## src/rtl/inv_cal_sampler.sv

```systemverilog
// inv_cal_sampler: majority-vote step decision for an inverter-pair calibration loop.
// Optional lock detection is enabled by defining CAL_LOCK_DETECT_EN.
module inv_cal_sampler #(
  parameter int WIN_BITS   = 4,
  parameter int SETTLE_CYC = 8,
  parameter int LOCK_CNT   = 4
) (
  input  logic clk,
  input  logic rst_n,
  input  logic start,
  input  logic raw_cmp,
  output logic o_invu,
  output logic o_invd,
  output logic step,
  output logic busy,
  output logic locked
);

  typedef enum logic [2:0] {IDLE, SETTLE, SAMPLE, DECIDE, DONE} state_t;

  localparam logic [7:0]          SETTLE_LAST = 8'(SETTLE_CYC - 1);
  localparam logic [WIN_BITS-1:0] SAMP_LAST   = {WIN_BITS{1'b1}};
  localparam logic [WIN_BITS:0]   HALF        = (WIN_BITS + 1)'(2 ** (WIN_BITS - 1));
  localparam logic [3:0]          LOCK_MAX    = 4'(LOCK_CNT);

  state_t              state_reg, state_next;
  logic                sync1_reg, sync2_reg;
  logic [7:0]          settle_cnt_reg, settle_cnt_next;
  logic [WIN_BITS-1:0] samp_cnt_reg, samp_cnt_next;
  logic [WIN_BITS:0]   ones_reg, ones_next;
  logic                invu_reg, invu_next;
  logic                invd_reg, invd_next;
  logic                step_reg, step_next;
  logic [3:0]          rev_reg, rev_next;
  logic                prev_valid_reg, prev_valid_next;
  logic                prev_up_reg, prev_up_next;
`ifdef CAL_LOCK_DETECT_EN
  logic                locked_reg, locked_next;
`endif

  logic dec_up, dec_dn;
  logic [3:0] rev_inc;

  assign dec_up  = (ones_reg > HALF);
  assign dec_dn  = (ones_reg < HALF);
  // Saturate so a long reversal run can never wrap back below the lock threshold.
  assign rev_inc = (rev_reg == LOCK_MAX) ? rev_reg : rev_reg + 4'd1;

  always_comb begin
    state_next      = state_reg;
    settle_cnt_next = settle_cnt_reg;
    samp_cnt_next   = samp_cnt_reg;
    ones_next       = ones_reg;
    invu_next       = invu_reg;
    invd_next       = invd_reg;
    step_next       = 1'b0;
    rev_next        = rev_reg;
    prev_valid_next = prev_valid_reg;
    prev_up_next    = prev_up_reg;
`ifdef CAL_LOCK_DETECT_EN
    locked_next     = locked_reg;
`endif

    if (!start) begin
      state_next      = IDLE;
      settle_cnt_next = 8'd0;
      samp_cnt_next   = '0;
      ones_next       = '0;
      invu_next       = 1'b0;
      invd_next       = 1'b0;
      rev_next        = 4'd0;
      prev_valid_next = 1'b0;
      prev_up_next    = 1'b0;
`ifdef CAL_LOCK_DETECT_EN
      locked_next     = 1'b0;
`endif
    end else begin
      case (state_reg)
        IDLE: begin
          state_next      = SETTLE;
          settle_cnt_next = 8'd0;
        end
        SETTLE: begin
          if (settle_cnt_reg == SETTLE_LAST) begin
            state_next    = SAMPLE;
            samp_cnt_next = '0;
            ones_next     = '0;
          end else begin
            settle_cnt_next = settle_cnt_reg + 8'd1;
          end
        end
        SAMPLE: begin
          ones_next = ones_reg + (WIN_BITS + 1)'(sync2_reg);
          if (samp_cnt_reg == SAMP_LAST) begin
            state_next = DECIDE;
          end else begin
            samp_cnt_next = samp_cnt_reg + WIN_BITS'(1);
          end
        end
        DECIDE: begin
          state_next      = SETTLE;
          settle_cnt_next = 8'd0;
          invu_next       = dec_up;
          invd_next       = dec_dn;
          step_next       = dec_up | dec_dn;
          // Hold decisions neither count nor break a reversal run.
          if (dec_up | dec_dn) begin
            if (prev_valid_reg && (prev_up_reg != dec_up)) begin
              rev_next = rev_inc;
            end else begin
              rev_next = 4'd0;
            end
            prev_valid_next = 1'b1;
            prev_up_next    = dec_up;
          end
`ifdef CAL_LOCK_DETECT_EN
          if (rev_next >= LOCK_MAX) begin
            state_next  = DONE;
            invu_next   = 1'b0;
            invd_next   = 1'b0;
            step_next   = 1'b0;
            locked_next = 1'b1;
          end
`endif
        end
        DONE: begin
          state_next = DONE;
        end
        default: begin
          state_next = IDLE;
        end
      endcase
    end
  end

  always_ff @(posedge clk or negedge rst_n) begin
    if (!rst_n) begin
      state_reg      <= IDLE;
      sync1_reg      <= 1'b0;
      sync2_reg      <= 1'b0;
      settle_cnt_reg <= 8'd0;
      samp_cnt_reg   <= '0;
      ones_reg       <= '0;
      invu_reg       <= 1'b0;
      invd_reg       <= 1'b0;
      step_reg       <= 1'b0;
      rev_reg        <= 4'd0;
      prev_valid_reg <= 1'b0;
      prev_up_reg    <= 1'b0;
`ifdef CAL_LOCK_DETECT_EN
      locked_reg     <= 1'b0;
`endif
    end else begin
      state_reg      <= state_next;
      sync1_reg      <= raw_cmp;
      sync2_reg      <= sync1_reg;
      settle_cnt_reg <= settle_cnt_next;
      samp_cnt_reg   <= samp_cnt_next;
      ones_reg       <= ones_next;
      invu_reg       <= invu_next;
      invd_reg       <= invd_next;
      step_reg       <= step_next;
      rev_reg        <= rev_next;
      prev_valid_reg <= prev_valid_next;
      prev_up_reg    <= prev_up_next;
`ifdef CAL_LOCK_DETECT_EN
      locked_reg     <= locked_next;
`endif
    end
  end

  assign o_invu = invu_reg;
  assign o_invd = invd_reg;
  assign step   = step_reg;
  assign busy   = (state_reg != IDLE) && (state_reg != DONE);
`ifdef CAL_LOCK_DETECT_EN
  assign locked = locked_reg;
`else
  assign locked = 1'b0;
`endif

endmodule

```

## config.mk

```make
export PLATFORM = sky130hd
export DESIGN_NAME = inv_cal_sampler
export DESIGN_NICKNAME = d
export VERILOG_FILES = /design/src/rtl/inv_cal_sampler.sv
export SDC_FILE = /design/constraint.sdc
export NUM_CORES = 1
export LEC_CHECK = 0
export ABC_AREA = 1
export CORE_ASPECT_RATIO = 1.25
export CORE_MARGIN = 3
export CORE_UTILIZATION = 35
export CTS_CLUSTER_DIAMETER = 30
export DETAILED_ROUTE_END_ITERATION = 12
export PLACE_DENSITY = 0.59
export SLEW_MARGIN = 0
export SYNTH_ARGS = -nofsm -noshare
export SYNTH_HDL_FRONTEND = slang
export SYNTH_SLANG_ARGS = --single-unit
```

## constraint.sdc

```tcl
create_clock -name clk -period 1.54 [get_ports clk]
set_input_delay 0.462 -clock clk [delete_from_list [all_inputs] [get_ports clk]]
set_output_delay 0.462 -clock clk [all_outputs]
set_load 0.01 [all_outputs]
```

**The metal 2 layer**

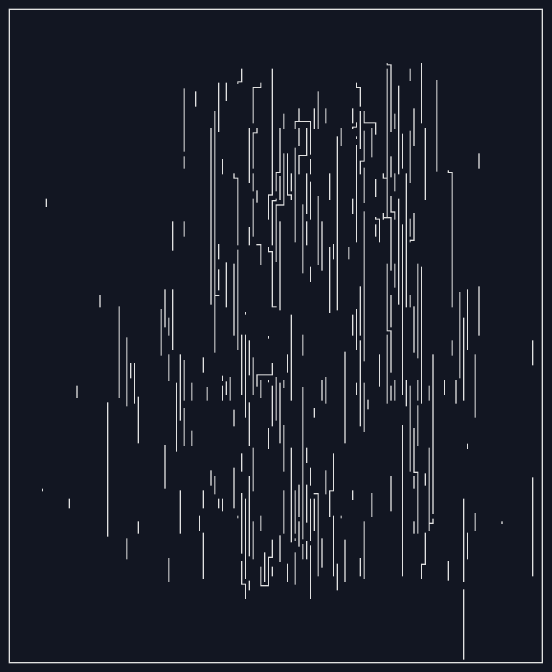
nets with wire on the layer: 162
wire length on this layer: 1,300 um
longest straight run: 28.9 um
share of all routed wire: 45%

**Logic cells by family**

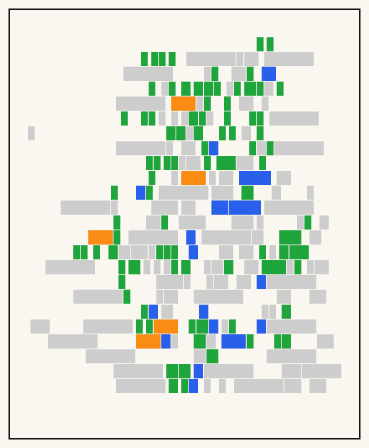
| color | family | cells |
|---|---|---|
| green | NAND gates | 88 |
| blue | inverting AOI/OAI gates | 17 |
| orange | adder and majority cells | 5 |

==> CHANGELOG.md <==
### Physical design

- Post-synth top flop: dfrtp_1
- CP required: between 1 and 1.5 ns
- Internal: 0.00121 W
- Max-Cap Viols: 0
- Net load switching power: roughly 0.00075 W
- Top cells by count: nand2_1, dfrtp_1, inv_1
- Leakage: roughly 0.9 nW
- Post-synthesis cell area: ~0.0015 mm2
- Status: complete, no violations
- Seq pwr share: between 30% and 40%
- # nets final: between 200 and 250
- Largest power group: combinational logic
- Routed vias: 1,268
- H-tree depth: 1
- Sink Count: 25
- MUX area fraction: 0%
- Hold Path Depth: 0
- Placed Cells: about 260
- Synth top area cells: dfrtp_1, nand2_1, nand3_1, inv_1, ha_1
- Startpoint Class: flip-flop
- Yosys top cell by area: dfrtp_1
- Crit path max fanout: 2
- Yosys warning tally: 0
- Filler cell count in the final layout: ~400
- Die Ht: 78.3 um
- Avg Cell Area, Syn: around 7.8 um2
- Clk. pwr: 0.000393 W
- CTS root buf: clkbuf_8
- Final non-filler cell total: between 200 and 300
- Async SR Flop Fraction: 100%
- Top comb family, area: simple AND/OR/NAND/NOR gates
- Layout cells sized above 1: between 20% and 30%
- Crit path from: state_reg[0]
- Worst VDD drop: ~510 uV
- Pin count of the biggest net entering global routing: 26
- Tool Warnings: 27
- Power per Cell Area: about 1100 mW/mm2
- CTS tree: built
- Switching Share: 38.2%
- Initial DRC count: about 50
- Crit Reg-Reg Endpoint: samp_cnt_reg[0]
- Setup Skew: ~0.011 ns
- Clock Power Share: approximately 20%
**Metal layers overlaid**

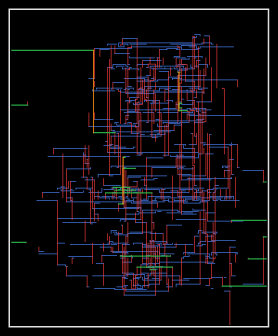
| color | layer | wire length |
|---|---|---|
| orange | met4 | 41.5 um |
| green | met3 | 110 um |
| red | met2 | 1,300 um |
| blue | met1 | 1,430 um |

**Local utilization**

6 x 8 tiles, from white (low) to dark blue (high), 0 to 100% covered.
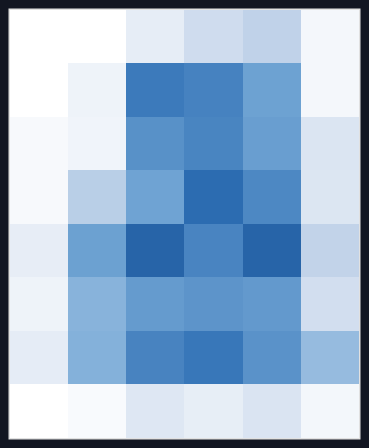
mean over tiles: 34%
tiles over 75% full: 6.2%
nearly empty tiles: 8.3%

[layer usage]
layer,vias up,part of all wire (%)
met1,571,50
met2,30,45
met5,-,0
met4,0,1.4
li1,660,-
met3,7,3.8
[repair_timing]
action | 4_1_cts | 5_1_grt
pin swaps | 1 | 1
cloned | 0 | 0
hold endpoints to repair | 0 | 0
resized | 8 | 2
setup buffers | 0 | 4
setup endpoints to repair | 7 | 3
[critical path, stage by stage (launching register included)]
cell     delay, ns
dfrtp_1       0.41
nor2_2        0.14
inv_2         0.05
buf_2         0.13
[layout make-up]
cell class	instances	area share [%]
tap	54	3.83
clock buffer	4	2.55
multi-input combinational	140	41.9
sequential	25	35.5
inverter	21	4.47
timing repair buffer	25	11.8
[cells in the final DEF, fill, tap and decap left out, drive strengths merged]
master,Yosys,layout
a21oi,3,3
a31oi,1,1
buf,3,19
clkbuf,0,4
clkdlybuf4s50,0,2
conb,1,1
dfrtp,25,25
dlygate4sd2,0,4
ha,5,5
inv,21,21
nand2,64,64
nand3,16,16
nand4,8,8
nor2,20,20
nor3,5,5
o21ai,12,12
o21bai,1,1
or2,2,2
xnor2,1,1
xor2,1,1
[logic make-up (layout without fill, tap and decap cells)]
group                    count (synthesis)  in the layout
AND-OR/OR-AND                           17             17
flip-flops                              25             25
buffers and inverters                   24             50
other                                    1              1
AND/OR/NAND/NOR                        115            115
adder cells (fa/ha/maj)                  5              5
XOR/XNOR                                 2              2
[through the flow]
step | cell area, um2 | util, % | TNS, ns
after floorplan | 1470 | - | 0
after global placement | 1700 | 43.4 | -4.52
after detailed placement | 1700 | 43.4 | -4.51
after CTS | 1740 | 44.5 | 0
after global routing | 1760 | 45.1 | 0
final | 1760 | 45.1 | 0
No activity file was given, so power comes from the tool's default toggle rates.
